## config.mk

```make
export PLATFORM = sky130hd
export DESIGN_NAME = bcd_count_ctrl_flat
export DESIGN_NICKNAME = d
export VERILOG_FILES = /design/src/rtl/bcd_count_ctrl_if.sv /design/src/rtl/bcd_count_ctrl.sv /design/src/flat_wrapper.sv
export SDC_FILE = /design/constraint.sdc
export NUM_CORES = 1
export LEC_CHECK = 0
export ABC_AREA = 1
export CAP_MARGIN = 0
export CORE_MARGIN = 2
export CORE_UTILIZATION = 51
export DETAILED_ROUTE_END_ITERATION = 12
export PLACE_DENSITY = 0.74
export REMOVE_ABC_BUFFERS = 1
export SETUP_SLACK_MARGIN = 0.3
export SLEW_MARGIN = 20
export SYNTH_ARGS = -nofsm -noshare
export SYNTH_HDL_FRONTEND = slang
export SYNTH_SLANG_ARGS = --single-unit
```

## constraint.sdc

```tcl
create_clock -name clk -period 1.9 [get_ports clk]
set_clock_uncertainty 0.15 [all_clocks]
set_input_delay 0.475 -clock clk [delete_from_list [all_inputs] [get_ports clk]]
set_output_delay 0.475 -clock clk [all_outputs]
set_load 0.005 [all_outputs]
```

## src/rtl/bcd_count_ctrl_if.sv

```systemverilog
`default_nettype none
// ============================================================================
// Module   : bcd_count_ctrl_if
// Brief    : Control and display bundle for the four-digit BCD counter
//            controller. The master drives start/stop/clear. The slave
//            (the controller) returns status, the count value and the
//            multiplexed display lines.
// Revision : 1.0 - initial release
// ============================================================================
interface bcd_count_ctrl_if;
    logic        start;
    logic        stop;
    logic        clear;
    logic        run;
    logic        done;
    logic        tick;
    logic [15:0] count;
    logic [3:0]  digit_sel;
    logic [3:0]  digit_bcd;

    modport master (
        output start, stop, clear,
        input  run, done, tick, count, digit_sel, digit_bcd
    );

    modport slave (
        input  start, stop, clear,
        output run, done, tick, count, digit_sel, digit_bcd
    );
endinterface
`default_nettype wire

```

## src/rtl/bcd_count_ctrl.sv

```systemverilog
`default_nettype none
// ============================================================================
// Module   : bcd_count_ctrl
// Brief    : Run/pause/clear/terminal sequencer for a four-digit BCD counting
//            chain. A prescaler divides clk into count ticks. A second,
//            free-running prescaler time-multiplexes one BCD-to-7-segment
//            decoder across four active-low anodes.
//            Optional feature macro: BCD_COUNT_CTRL_BLANK_EN. When it is
//            defined, leading zeros on digits 1..3 are blanked.
// Revision : 1.0 - initial release
// ============================================================================
module bcd_count_ctrl #(
    parameter int TICK_DIV = 100_000_000,
    parameter int SCAN_DIV = 100_000
) (
    input  wire logic       clk,
    input  wire logic       reset,
    bcd_count_ctrl_if.slave bus
);

    localparam int c_tick_w = $clog2(TICK_DIV);
    localparam int c_scan_w = $clog2(SCAN_DIV);
    localparam logic [c_tick_w-1:0] c_tick_last = c_tick_w'(TICK_DIV - 1);
    localparam logic [c_scan_w-1:0] c_scan_last = c_scan_w'(SCAN_DIV - 1);

    typedef enum logic [1:0] {
        ST_IDLE  = 2'd0,
        ST_RUN   = 2'd1,
        ST_PAUSE = 2'd2,
        ST_DONE  = 2'd3
    } state_t;

    state_t                state_q, state_d;
    logic [c_tick_w-1:0]   psc_q, psc_d;
    logic [15:0]           count_q, count_d;
    logic                  tick_q, tick_d;
    logic                  run_q, run_d;
    logic                  done_q, done_d;
    logic [c_scan_w-1:0]   scan_q, scan_d;
    logic [1:0]            idx_q, idx_d;
    logic [3:0]            sel_q, sel_d;
    logic [15:0]           w_count_inc;
    logic [3:0]            w_digit_bcd;

    // Ripple a +1 through four BCD digits. A digit moves only when every
    // lower digit was 9. Because the sequencer stops at 9999, no wrap occurs.
    function automatic logic [15:0] bcd_inc(input logic [15:0] v);
        logic [15:0] r;
        logic        carry;
        r     = v;
        carry = 1'b1;
        for (int i = 0; i < 4; i++) begin
            if (carry) begin
                if (v[4*i +: 4] == 4'd9) begin
                    r[4*i +: 4] = 4'd0;
                end else begin
                    r[4*i +: 4] = v[4*i +: 4] + 4'd1;
                    carry       = 1'b0;
                end
            end
        end
        return r;
    endfunction

`ifdef BCD_COUNT_CTRL_BLANK_EN
    // A slot is blank when its digit and all higher digits are zero.
    // Digit 0 always shows, so a zero count still displays "0".
    function automatic logic is_blank(input logic [1:0] idx, input logic [15:0] cnt);
        logic b;
        case (idx)
            2'd1:    b = (cnt[15:4]  == 12'h000);
            2'd2:    b = (cnt[15:8]  == 8'h00);
            2'd3:    b = (cnt[15:12] == 4'h0);
            default: b = 1'b0;
        endcase
        return b;
    endfunction
`endif

    assign w_count_inc = bcd_inc(count_q);

    // Sequencer next state: clear beats stop, and stop beats start.
    // The tick prescaler freezes whenever it is not advancing in RUN.
    always_comb begin
        state_d = state_q;
        psc_d   = psc_q;
        count_d = count_q;
        tick_d  = 1'b0;
        if (bus.clear) begin
            state_d = ST_IDLE;
            psc_d   = '0;
            count_d = 16'h0000;
        end else begin
            case (state_q)
                ST_IDLE: begin
                    psc_d = '0;
                    if (bus.start && !bus.stop) begin
                        state_d = ST_RUN;
                    end
                end
                ST_RUN: begin
                    if (bus.stop) begin
                        state_d = ST_PAUSE;
                    end else if (psc_q == c_tick_last) begin
                        psc_d   = '0;
                        count_d = w_count_inc;
                        tick_d  = 1'b1;
                        if (w_count_inc == 16'h9999) begin
                            state_d = ST_DONE;
                        end
                    end else begin
                        psc_d = psc_q + 1'b1;
                    end
                end
                ST_PAUSE: begin
                    if (bus.start && !bus.stop) begin
                        state_d = ST_RUN;
                    end
                end
                ST_DONE: begin
                    state_d = ST_DONE;
                end
                default: begin
                    state_d = ST_IDLE;
                end
            endcase
        end
        run_d  = (state_d == ST_RUN);
        done_d = (state_d == ST_DONE);
    end

    // Free-running scan timebase. The anode enable is registered from the
    // next index and count, so it lines up with the combinational digit mux.
    always_comb begin
        scan_d = scan_q;
        idx_d  = idx_q;
        if (scan_q == c_scan_last) begin
            scan_d = '0;
            idx_d  = idx_q + 2'd1;
        end else begin
            scan_d = scan_q + 1'b1;
        end
`ifdef BCD_COUNT_CTRL_BLANK_EN
        sel_d = is_blank(idx_d, count_d) ? 4'b1111 : ~(4'b0001 << idx_d);
`else
        sel_d = ~(4'b0001 << idx_d);
`endif
    end

    // Route the selected digit to the shared decoder.
    always_comb begin
        w_digit_bcd = count_q[{idx_q, 2'b00} +: 4];
`ifdef BCD_COUNT_CTRL_BLANK_EN
        if (is_blank(idx_q, count_q)) begin
            w_digit_bcd = 4'hF;
        end
`endif
    end

    // All state registers. Reset is synchronous and active-low.
    always_ff @(posedge clk) begin
        if (!reset) begin
            state_q <= ST_IDLE;
            psc_q   <= '0;
            count_q <= 16'h0000;
            tick_q  <= 1'b0;
            run_q   <= 1'b0;
            done_q  <= 1'b0;
            scan_q  <= '0;
            idx_q   <= 2'd0;
            sel_q   <= 4'b1110;
        end else begin
            state_q <= state_d;
            psc_q   <= psc_d;
            count_q <= count_d;
            tick_q  <= tick_d;
            run_q   <= run_d;
            done_q  <= done_d;
            scan_q  <= scan_d;
            idx_q   <= idx_d;
            sel_q   <= sel_d;
        end
    end

    assign bus.run       = run_q;
    assign bus.done      = done_q;
    assign bus.tick      = tick_q;
    assign bus.count     = count_q;
    assign bus.digit_sel = sel_q;
    assign bus.digit_bcd = w_digit_bcd;

endmodule
`default_nettype wire

```

## src/flat_wrapper.sv

```systemverilog
// flat-port wrapper written by rule: the top's interface ports become plain ports
module bcd_count_ctrl_flat 
#(
    parameter int TICK_DIV = 100_000_000,
    parameter int SCAN_DIV = 100_000
)
  (clk, reset, bus_start, bus_stop, bus_clear, bus_run, bus_done, bus_tick, bus_count, bus_digit_sel, bus_digit_bcd);
  bcd_count_ctrl_if bus_i ();
  input  wire logic clk;
  input  wire logic reset;
  input wire logic [$bits(bus_i.start)-1:0] bus_start;
  input wire logic [$bits(bus_i.stop)-1:0] bus_stop;
  input wire logic [$bits(bus_i.clear)-1:0] bus_clear;
  output wire logic [$bits(bus_i.run)-1:0] bus_run;
  output wire logic [$bits(bus_i.done)-1:0] bus_done;
  output wire logic [$bits(bus_i.tick)-1:0] bus_tick;
  output wire logic [$bits(bus_i.count)-1:0] bus_count;
  output wire logic [$bits(bus_i.digit_sel)-1:0] bus_digit_sel;
  output wire logic [$bits(bus_i.digit_bcd)-1:0] bus_digit_bcd;
  assign bus_i.start = bus_start;
  assign bus_i.stop = bus_stop;
  assign bus_i.clear = bus_clear;
  assign bus_run = bus_i.run;
  assign bus_done = bus_i.done;
  assign bus_tick = bus_i.tick;
  assign bus_count = bus_i.count;
  assign bus_digit_sel = bus_i.digit_sel;
  assign bus_digit_bcd = bus_i.digit_bcd;
  bcd_count_ctrl #(.TICK_DIV(TICK_DIV), .SCAN_DIV(SCAN_DIV)) u_core (.clk(clk), .reset(reset), .bus(bus_i));
endmodule
```

==> impl_metrics.csv, run 1 <==
group,metric,value,unit
final_timing,rsz0062_at_grt,"yes",
logic_synthesis,top_area_share,37.43,%
setup_path,worst_ep_required_time,1.99,ns
setup_path,cpMaxStageDelayCell,"dfxtp_1",
final_timing,hold_violations,0,
logic_synthesis,synthCells,559,
logic_synthesis,ys.flops,71,
worst_hold_path,hp-class,"reg2reg",
power,switching_share,25.12,%
final_timing,report.final.slew_viol_count,0,
global_routing,grt_pass1_vias,4571,
power,p_int,2.378,mW
setup_path,cpMostUsedCell,"nand2_1",
setup_path,critPathMaxStageDelay,0.43,ns
logic_synthesis,edf_count,0,
clock_network,worstSkewPairLatency,0.37,ns
final_timing,fin_ws,-0.3442,ns
flow_run,maxCapViolCount,0,
logic_synthesis,common_cells,"nand2_1, dfxtp_1, inv_1",
drt,routedWlPerCell,23.42,um
global_routing,grt_pass1_wl,21090,um
clock_network,cts_tree,"done",
logic_synthesis,yosys_warnings,0,
logic_synthesis,top_cell,"nand2_1",
clock_network,cts_htree_levels,3,
placement,placed_area,0.004687,mm2
final_timing,slew-limit-headroom,62.01,%
global_routing,overflow,0,
final_timing,setup_violations,47,
clock_network,cts.sinks,71,
outcome,status,"finished with violations",
global_routing,antenna_found_initial,1,
setup_path,path_class,"reg2reg",
setup_path,cp-start-kind,"flip-flop",
power,p_comb_share,5.7,%
logic_synthesis,yosysCellCount,559,
final_timing,worst_pin_slew,0.5699,ns
logic_synthesis,synth_area,0.003797,mm2
logic_synthesis,yosys-stat-area,0.003797,mm2
power,p_sw,0.7976,mW
drt,drtIter0Drc,635,
power,power_density,485.6,mW/mm2
final_timing,setup_tns,-3.597,ns
clock_network,cts-root-buf,"clkbuf_8",
layout,fill_cells,256,
final_timing,min_period_over_period,118.1,%
power,clock_power_share,47.2,%
placement,dp.cells,746,
clock_network,cts_buffers,9,
flow_run,tool_warnings,27,
drt,vias_per_cell,6.505,
logic_synthesis,flop_cell,"dfxtp_1",
global_routing,grt_max_degree,13,
floorplanning,io_pins,32,
logic_synthesis,top_area_cell,"dfxtp_1",
logic_synthesis,area_leaders,"dfxtp_1, nand2_1, a21oi_1",
logic_synthesis,ys_types,41,
clock_network,clockBufferDepth,2,
layout,layout-drive-gt1-share,55.51,%
layout,final_nets,746,
floorplanning,dieHeight,90.29,um
logic_synthesis,syn_area_per_cell,6.793,um2
drt,firstDrtPassIters,8,
drt,ant_nets,0,
final_timing,final.min_clock_period,2.244,ns
placement,dp_hpwl,7015,um
setup_path,worstPathArrival,2.34,ns
setup_path,crit_fanout,6,
placement,gp_congestion,0.9530,
logic_synthesis,ys_seq_share,37.43,%
placement,port_buffers,31,
drt,dr_total_vias,5490,
floorplanning,die_w,90.29,um
setup_path,endpoint_kind,"flip-flop",
final_timing,hold_slack,0.3065,ns
setup_path,crit_chain,"nand2_1 > nor2_1 > nand2_1 > nor2_4 > nand2_4 > nor2_8 > buf_4 > buf_6 > inv_8 > o21ai_1 > a21oi_1",
power,seqPwrFrac,47.1,%
outcome,failed_checks,"negative setup slack",
power,p_leak,2.719,nW
floorplanning,initial_core_util,52.64,%
drt,wirelength,19760,um
layout,final_cells,844,
layout,syn_to_final_growth,72.22,%
drt,drc,0,
logic_synthesis,ys_async_sr_fraction,0,%
clock_network,clk_pin_slew,0.09,ns
power,finalPower,3.176,mW
final_timing,fmax,445.6,MHz
placement,dp_slack,-0.2724,ns
floorplanning,chipArea,0.008152,mm2
power,peakVddDrop,0.5584,mV
## run 1: critical path: cells and delay by family (launching register included)
kind	cells	cell delay, ns
AND-OR/OR-AND	2	0.38
flip-flops	1	0.43
buffers and inverters	3	0.33
AND/OR/NAND/NOR	6	0.82
## run 1: power by group through the flow
stage / logic, mW / clock network, mW / registers [mW]
2_1_floorplan: 0.0453 / 0 / 1.53
5_1_grt: 0.186 / 1.52 / 1.49
4_1_cts: 0.138 / 1.44 / 1.50
3_5_place_dp: 0.108 / 0 / 1.53
3_3_place_gp: 0.105 / 0 / 1.53
6_report: 0.181 / 1.50 / 1.49
## run 1: sequential cells by signal, summed over array words and instances (netlist names)
signal,count
u_core.state_q,2
u_core.psc_q,27
u_core.bus.run,1
u_core.bus.done,1
u_core.bus.count,16
u_core.bus.digit_sel,4
u_core.scan_q,17
u_core.bus.tick,1
u_core.idx_q,2
## run 1: metal layers
metal | GRT usage [%] | share of wire, % | vias up
met3 | 5.342 | 11 | 218
met1 | 35.15 | 33 | 2491
met4 | 16.92 | 9.3 | 0
met2 | 59.40 | 46 | 587
li1 | - | - | 2194
met5 | 0 | 0 | -
## run 1: area by class of cell
class	instances	area [um2]	share of cell area, %
diodes	1	2.502	0.03826
clock buffers	12	155.1	2.372
clock inverters	4	76.32	1.167
inverters	77	326.6	4.993
multi-input cells	400	2865	43.81
flip-flops and latches	71	1483	22.67
well taps	99	123.9	1.894
repair buffers	179	1499	22.92
repair inverters	1	8.758	0.1339
## run 1: path summary, 6_finish.rpt
check / start / to / slack (ns) / depth (start not counted)
hold / removal: u_core.scan_q[0] / u_core.scan_q[0] / 0.31 / 1
setup / recovery: u_core.psc_q[18] / u_core.bus.count[9] / -0.34 / 11
setup reg to reg: u_core.psc_q[18] / u_core.bus.count[9] / -0.34 / 11
hold reg to reg: u_core.scan_q[0] / u_core.scan_q[0] / 0.31 / 1
## run 1: cell families (layout without fill, tap and decap cells)
family | Yosys count | after routing | share of synthesized area, %
xor gates and xnor gates | 11 | 11 | 2.537
and+or+nand+nor | 278 | 278 | 35.26
AOI/OAI and AO/OA | 109 | 109 | 15.06
other | 0 | 1 | 0
adders and majority gates | 2 | 2 | 0.6589
buffers and inverters | 88 | 273 | 9.061
DFF | 71 | 71 | 37.43
## run 1: what timing repair did
action                     4_1_cts  5_1_grt
gates resized                  297      136
setup endpoints to repair       97       81
buffers inserted                39       39
hold buffers                     0        0
gates cloned                     3        0
pin swaps                       30       50
## run 1: cells in the final DEF (no fill, tap or decap), types with 6 or more instances in the layout
master / n
dfxtp_4: 8
nand2_2: 27
dfxtp_1: 38
dfxtp_2: 25
nor2_2: 15
o21ai_1: 18
a21oi_1: 32
buf_4: 106
clkbuf_8: 11
nor3_4: 6
nand3_2: 9
dlygate4sd2_1: 8
nor3_1: 7
buf_6: 46
nor2_1: 24
a21oi_2: 23
o21ai_2: 14
buf_2: 14
inv_4: 6
o21ai_0: 8
xor2_1: 8
nand4_1: 7
nor2_4: 21
nand3_1: 16
inv_2: 21
nand2_1: 97
nor3_2: 6
inv_1: 46
nand2_4: 15
Run 1, congestion heat map:
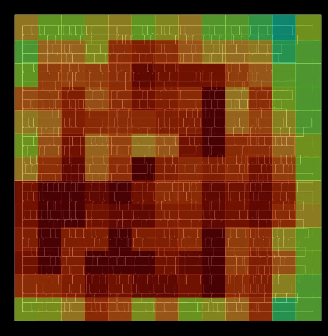
GR Util met2: 59.40%
GRT busiest layer: met2
Total GRT Usage: 32.18%
grt met1 use: 35.15%
met3 usage: 5.342%

Run 1, cell classes on the final placement:
Bar = 20 um.
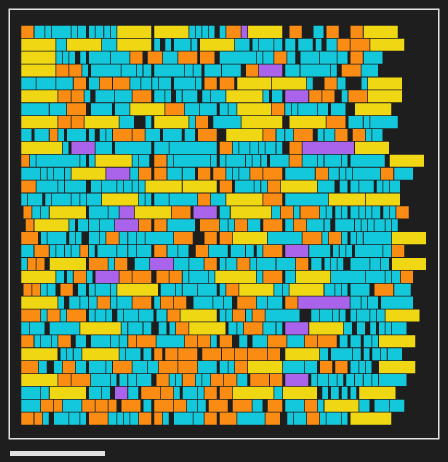
flip-flops: shown in yellow, cells 71. other buffers and delay cells: shown in orange, cells 179. clock drivers and dummy loads: shown in purple, cells 16. all other logic: shown in cyan, cells 478.
Final Instance Area: 0.006540 mm2
Cell Rows: 31
Seq area share: 22.67%
core area: 0.007214 mm2
Util after Layout: 90.65%

Run 1, gate families picked out:
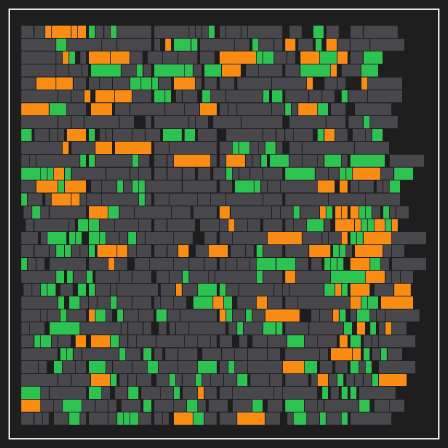
NOR gates: shown in orange, cells 93, most used nor2_1, where all over the die. NAND gates: shown in green, cells 183, most used nand2_1, where all over the die.

==> inputs of run 2 (changes only) <==
Settings changed: CELL_PAD_IN_SITES_DETAIL_PLACEMENT set to 1, CELL_PAD_IN_SITES_GLOBAL_PLACEMENT set to 2, CORE_UTILIZATION 51 to 29, PLACE_DENSITY 0.74 to unset, PLACE_DENSITY_LB_ADDON set to 0.1.
Clock period 1.9 ns to 1.8 ns, I/O delays scaled along.
Run 2, gate families picked out:
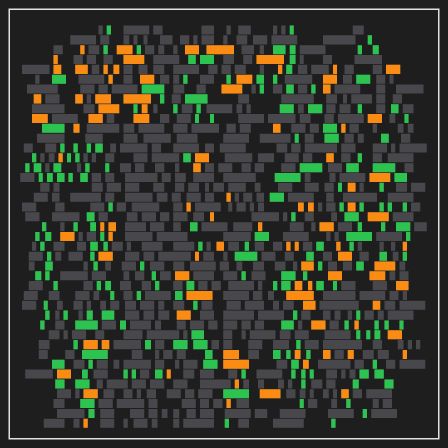
NAND gates: shown in green, cells 183, most used nand2_1, where all over the die. NOR gates: shown in orange, cells 93, most used nor2_1, where all over the die.

Run 2, cell classes on the final placement:
Bar = 20 um.
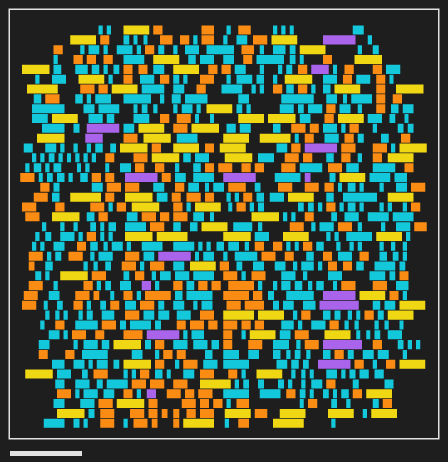
flip-flops: shown in yellow, cells 71. clock drivers and dummy loads: shown in purple, cells 16. all other logic: shown in cyan, cells 477. other buffers and delay cells: shown in orange, cells 220.

Run 2, congestion heat map:
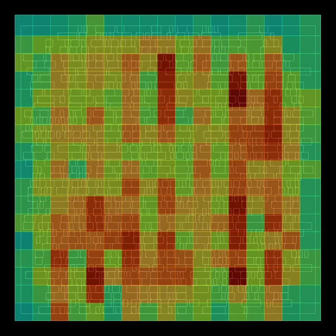
Util after Layout: 57.68%
Total GRT Usage: 21.33%
grt met1 use: 25.04%
met3 usage: 2.992%

==> run 2 against run 1 <==
Net effect: the flow still finishes with violations (negative setup slack); routed wire length decreased by 20%; maximum frequency increased by 13%; sequential power increased by 6%; worst setup slack improved by 0.17 ns; register-to-register slack improved by 0.17 ns; first-iteration DRC count decreased by 77%; non-clock buffer count increased by 41; combinational power increased by 4%; cell count increased by 13%; largest cell class unchanged; largest power group unchanged; highest routed layer unchanged.
==> impl_metrics.csv, run 2 <==
group,metric,value,unit
outcome,status,"finished with violations",
outcome,failed_checks,"negative setup slack",
final_timing,min_period_over_period,110.0,%
layout,syn_to_final_growth,93.25,%
power,seqPwrFrac,41.4,%
layout,final_cell_mix,"buf_4, nand2_1, buf_6",
layout,mostFrequentLayoutCell,"buf_4",
clock_network,cts-root-buf,"clkbuf_16",
final_timing,setup_violations,27,
logic_synthesis,yosys_warnings,0,
logic_synthesis,area_leaders,"dfxtp_1, nand2_1, a21oi_1",
clock_network,worstSkewPairLatency,0.35,ns
power,power_density,520.0,mW/mm2
power,p_leak,3.080,nW
layout,layout-drive-gt1-share,58.93,%
setup_path,path_class,"reg2reg",
layout,largest_reg_flops,27,
clock_network,holdBufCountCts,0,
logic_synthesis,synth_area,0.003797,mm2
drt,drtIter0Drc,148,
setup_path,worst_ep_required_time,1.89,ns
final_timing,hold_slack,0.3355,ns
global_routing,grt_pass1_wl,23980,um
clock_network,cts.sinks,71,
clock_network,clockBufferDepth,2,
floorplanning,initial_core_util,29.85,%
logic_synthesis,edf_count,0,
layout,area.combinational,0.002992,mm2
floorplanning,dieHeight,118.4,um
logic_synthesis,top_area_share,37.43,%
logic_synthesis,top_area_cell,"dfxtp_1",
layout,final_nets,786,
floorplanning,coreArea,0.01272,mm2
setup_path,worstReg2RegStart,"u_core.psc_q[1]",
clock_network,cts_buffers,9,
setup_path,crit_fanout,4,
power,clock_power_share,53.7,%
logic_synthesis,yosysCellCount,559,
final_timing,fin_ws,-0.1792,ns
logic_synthesis,common_cells,"nand2_1, dfxtp_1, inv_1",
placement,port_buffers,31,
drt,drc,0,
global_routing,overflow,0,
clock_network,clk_pin_slew,0.06,ns
logic_synthesis,top_cell,"nand2_1",
layout,final_cells,956,
logic_synthesis,synthCells,559,
placement,dp_slack,-0.3814,ns
power,peakVddDrop,0.4728,mV
final_timing,report.final.slew_viol_count,0,
floorplanning,io_pins,32,
final_timing,hold_violations,0,
logic_synthesis,ys_seq_share,37.43,%
global_routing,antenna_found_initial,0,
drt,firstDrtPassIters,4,
worst_hold_path,hp-class,"reg2reg",
placement,dp_hpwl,9744,um
drt,ant_nets,0,
worst_hold_path,hold_path_startpoint,"u_core.psc_q[20]",
clock_network,cts_htree_levels,3,
global_routing,grt_pass1_vias,4832,
floorplanning,num_rows,41,
drt,routedWlPerCell,16.62,um
placement,dp.cells,863,
power,p_comb_share,5.0,%
setup_path,cp-startpoint,"u_core.psc_q[1]",
logic_synthesis,flop_cell,"dfxtp_1",
layout,top_register,"u_core.psc_q",
power,switching_share,22.93,%
==> run 2: power groups by stage <==
stage | clock network [mW] | registers (mW) | logic (mW)
6_report | 2.05 | 1.58 | 0.189
5_1_grt | 2.16 | 1.58 | 0.204
4_1_cts | 2.07 | 1.58 | 0.164
3_5_place_dp | 0 | 1.62 | 0.124
3_3_place_gp | 0 | 1.62 | 0.119
2_1_floorplan | 0 | 1.62 | 0.0478
==> run 2: layout make-up <==
cell class                      count  area share, %
Sequential cell                    71          20.19
Inverter                           77          4.450
Multi-Input combinational cell    400          40.77
Clock inverter                      5          1.091
Tap cell                          172          2.933
Timing Repair Buffer              220          27.13
Clock buffer                       11          3.444
==> run 2: worst max-delay path, cell delays in order (launching register included) <==
cell	delay (ns)
dfxtp_4	0.36
ha_4	0.15
nand2_4	0.06
nor2_4	0.12
nand2_4	0.08
nor2_4	0.11
nand2_4	0.11
nor2_8	0.18
nand2_4	0.09
nor3_4	0.24
nand2_1	0.10
nand2_1	0.07
nor2_1	0.05
==> run 2: repair_timing <==
item | 4_1_cts | 5_1_grt
setup buffers | 39 | 36
setup endpoints to repair | 98 | 92
pin swaps | 62 | 62
resized | 365 | 127
gates cloned | 2 | 0
==> run 2: worst paths after layout <==
check	endpoint	depth (start not counted)	slack, ns
setup / recovery	u_core.bus.count[3]	12	-0.18
hold / removal	u_core.psc_q[20]	2	0.34
setup reg to reg	u_core.bus.count[3]	12	-0.18
hold reg to reg	u_core.psc_q[20]	2	0.34
==> run 2: layer usage <==
layer	wire length, um	vias to the layer above	share of wire, %	track usage, %
met4	342	0	2.2	7.366
met5	0	-	0	0
met1	6463	2202	41	25.04
met2	8786	47	55	39.41
met3	298	22	1.9	2.992
li1	-	2262	-	-
==> run 2: kinds of logic after synthesis <==
kind of cell / after synthesis / synth area share (%)
xor+xnor: 11 / 2.537
simple gates: 278 / 35.26
flops: 71 / 37.43
buf+inv: 88 / 9.061
fa+ha+maj: 2 / 0.6589
compound gates: 109 / 15.06
==> run 2: per-stage QoR <==
| stage | TNS [ns] | util (%) | power [mW] | cell area (um2) |
|---|---|---|---|---|
| 2_1_floorplan | -0.2724 | - | 1.666 | 3742 |
| 3_3_place_gp | -11.21 | 40.16 | 1.738 | 5109 |
| 3_5_place_dp | -15.30 | 40.16 | 1.743 | 5109 |
| 4_1_cts | -1.502 | 51.86 | 3.818 | 6598 |
| 5_1_grt | -5.690 | 57.68 | 3.938 | 7338 |
| 6_report | -1.957 | 57.68 | 3.816 | 7338 |
==> inputs of run 3 (changes only) <==
==> constraint.sdc (replaced) <==
create_clock -name clk -period 1.8 [get_ports clk]
set_clock_uncertainty 0.15 [all_clocks]
set_input_delay 0.45 -clock clk [delete_from_list [all_inputs] [get_ports clk]]
set_output_delay 0.45 -clock clk [all_outputs]
set_load 0.1 [all_outputs]
Run 3, congestion heat map:
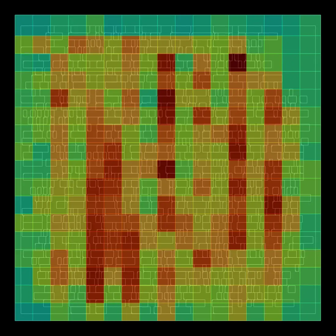
met3 usage: 2.799%
grt met1 use: 25.24%
Total GRT Usage: 21.23%
wire length per cell: 16.99 um

Run 3, cell classes on the final placement:
Bar = 20 um.
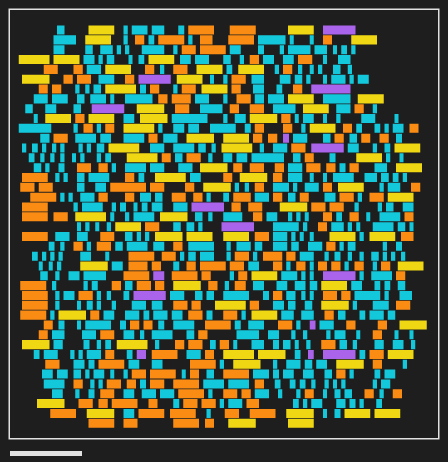
all other logic: shown in cyan, cells 479. other buffers and delay cells: shown in orange, cells 202. flip-flops: shown in yellow, cells 71. clock drivers and dummy loads: shown in purple, cells 15.
Util after Layout: 59.31%
Seq area share: 19.78%
core area: 0.01272 mm2
Final Instance Area: 0.007546 mm2
Cell Rows: 41

Run 3, gate families picked out:
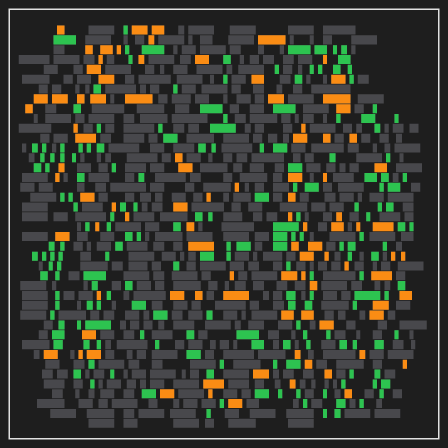
NAND gates: shown in green, cells 183, most used nand2_1, where all over the die. NOR gates: shown in orange, cells 93, most used nor2_1, where all over the die.

==> run 3 against run 2 <==
Net effect: the run still ends with negative setup slack left; first-iteration DRC count fell by 7.4%; cell area rose by 2.8%; clock power fell by about 10%; maximum frequency fell by 8.6%; die size did not move; count of clock-buffer cells in the layout fell by 2; combinational power rose by 19%; cell count fell by 1.8%; routed wire length rose by 0.42%; largest power group unchanged.
==> impl_metrics.csv, run 3 <==
group,metric,value,unit
outcome,status,"finished with violations",
outcome,failed_checks,"negative setup slack",
drt,vias_per_cell,4.812,
final_timing,fmax,462.0,MHz
floorplanning,chipArea,0.01403,mm2
placement,gp_congestion,0.8127,
clock_network,cts_tree,"done",
global_routing,overflow,0,
layout,fill_cells,1485,
setup_path,r2r_cells,14,
final_timing,fin_ws,-0.3644,ns
placement,dp_hpwl,9609,um
setup_path,cp-startpoint,"u_core.bus.count[5]",
setup_path,critPathMaxStageDelay,0.33,ns
clock_network,cts.sinks,71,
floorplanning,dieHeight,118.4,um
layout,syn_to_final_growth,98.72,%
drt,drc,0,
logic_synthesis,synth_area,0.003797,mm2
worst_hold_path,hp-class,"reg2reg",
final_timing,hold_slack,0.3248,ns
logic_synthesis,yosys_warnings,0,
layout,largest_reg_flops,27,
layout,area.combinational,0.002998,mm2
worst_hold_path,hold_path_startpoint,"u_core.psc_q[20]",
setup_path,rrSetupSlack,-0.23,ns
clock_network,cts_buffers,9,
flow_run,tool_warnings,27,
setup_path,cpMaxStageDelayCell,"dfxtp_2",
setup_path,cp-start-kind,"flip-flop",
setup_path,endpoint_kind,"output pin",
clock_network,holdBufCountCts,0,
drt,ant_nets,0,
clock_network,cts_htree_levels,3,
setup_path,worst_ep_required_time,1.20,ns
layout,final_cell_mix,"buf_4, nand2_1, buf_6",
logic_synthesis,ys.flops,71,
final_timing,report.final.slew_viol_count,0,
setup_path,worstReg2RegStart,"u_core.bus.count[0]",
placement,dp.cells,864,
drt,firstDrtPassIters,4,
clock_network,cts-root-buf,"clkbuf_16",
clock_network,clockBufferDepth,2,
drt,drtIter0Drc,137,
layout,mostFrequentLayoutCell,"buf_4",
setup_path,crit_chain,"inv_2 > buf_6 > o21ai_2 > a21oi_1 > a21oi_1 > buf_4 > buf_12",
layout,final_nets,770,
logic_synthesis,common_cells,"nand2_1, dfxtp_1, inv_1",
layout,final_cells,939,
logic_synthesis,synthCells,559,
setup_path,worstPathArrival,1.56,ns
layout,diodes,0,
final_timing,setup_violations,49,
worst_hold_path,worstHoldEndpoint,"u_core.psc_q[20]",
final_timing,slew-limit-headroom,77.99,%
flow_run,maxCapViolCount,0,
logic_synthesis,edf_count,0,
logic_synthesis,ys_seq_share,37.43,%
global_routing,grt_pass1_wl,23670,um
logic_synthesis,top_area_cell,"dfxtp_1",
floorplanning,initial_core_util,29.85,%
setup_path,crit_fanout,2,
logic_synthesis,ys_async_sr_fraction,0,%
floorplanning,die_w,118.4,um
global_routing,grt_pass1_vias,4740,
final_timing,min_period_over_period,120.2,%
final_timing,final.min_clock_period,2.164,ns
drt,dr_total_vias,4518,
logic_synthesis,area_leaders,"dfxtp_1, nand2_1, a21oi_1",
setup_path,cpMostUsedCell,"a21oi_1",
power,peakVddDrop,0.3682,mV
logic_synthesis,flop_cell,"dfxtp_1",
logic_synthesis,top_cell,"nand2_1",
worst_hold_path,holdPathStages,2,
logic_synthesis,yosys-stat-area,0.003797,mm2
clock_network,worstSkewPairLatency,0.35,ns
layout,ff_latch_area,0.001493,mm2
final_timing,hold_violations,0,
power,finalPower,3.641,mW
logic_synthesis,syn_area_per_cell,6.793,um2
clock_network,clk_pin_slew,0.06,ns
final_timing,worst_pin_slew,0.3276,ns
floorplanning,io_pins,32,
setup_path,path_class,"reg2out",
logic_synthesis,top_area_share,37.43,%
logic_synthesis,yosysCellCount,559,
logic_synthesis,ys_types,41,
global_routing,grt_max_degree,18,
layout,layout-drive-gt1-share,60.10,%
power,p_leak,3.022,nW
setup_path,r2r-end,"u_core.state_q[1]",
placement,port_buffers,31,
global_routing,antenna_found_initial,0,
final_timing,setup_tns,-3.368,ns
final_timing,rsz0062_at_grt,"yes",
power,power_density,482.6,mW/mm2
drt,wirelength,15960,um
layout,top_register,"u_core.psc_q",
## run 3: cell counts after synthesis
No cell type changed its count.
## run 3: worst max path at each step
stage	to	slack (ns)	cells past startpoint
after CTS	bus_digit_bcd[3]	-0.23	6
after floorplan	bus_digit_bcd[0]	-1.72	4
after global routing	bus_digit_bcd[1]	-0.41	7
after global placement	u_core.psc_q[25]	-0.30	8
after detailed placement	u_core.psc_q[25]	-0.32	8
final	bus_digit_bcd[1]	-0.36	7
## run 3: metrics by stage
stage          cell area, um2  worst slack, ns
2_1_floorplan            3742           -1.723
3_3_place_gp             5386          -0.3042
3_5_place_dp             5386          -0.3207
4_1_cts                  6829          -0.2301
5_1_grt                  7546          -0.4071
6_report                 7546          -0.3644
## run 3: timing repair
item                                    CTS  global route
buffers inserted                         28            28
endpoints found under the setup margin   97            91
gates cloned                              3             1
pin swaps                                65            57
resized                                 273           131
## run 3: power breakdown
part	internal, mW	switching (mW)
combinational	0.105	0.119
clock	1.06	0.778
sequential	1.56	0.0101
total	2.73	0.908
## run 3: layout make-up
class	instances	area share, %
Tap cell	172	2.852
Multi-Input combinational cell	400	39.73
Timing Repair inverter	2	0.2321
Clock buffer	9	2.985
Timing Repair Buffer	202	29.12
Inverter	77	4.493
Sequential cell	71	19.78
Clock inverter	6	0.8125
## run 3: logic make-up (layout without fill, tap and decap cells)
family          Yosys count  count (layout)  share of synthesized area [%]
flops                    71              71                          37.43
simple gates            278             278                          35.26
compound gates          109             109                          15.06
xor+xnor                 11              11                          2.537
fa+ha+maj                 2               2                         0.6589
buf+inv                  88             296                          9.061
## run 3: metal layers
metal | wire (um) | GRT usage [%] | up-vias | share of wire, %
met1 | 6546 | 25.24 | 2174 | 41
met5 | 0 | 0 | - | 0
met4 | 590 | 8.854 | 0 | 3.7
li1 | - | - | 2244 | -
met3 | 305 | 2.799 | 41 | 1.9
met2 | 8516 | 38.22 | 59 | 53
## run 3: critical path, delay by kind of cell (launching register included)
| kind | cells | cell delay [ns] |
|---|---|---|
| AND-OR/OR-AND | 3 | 0.39 |
| buffers and inverters | 4 | 0.49 |
| flip-flops | 1 | 0.33 |
Power and IR drop assume default switching activity.
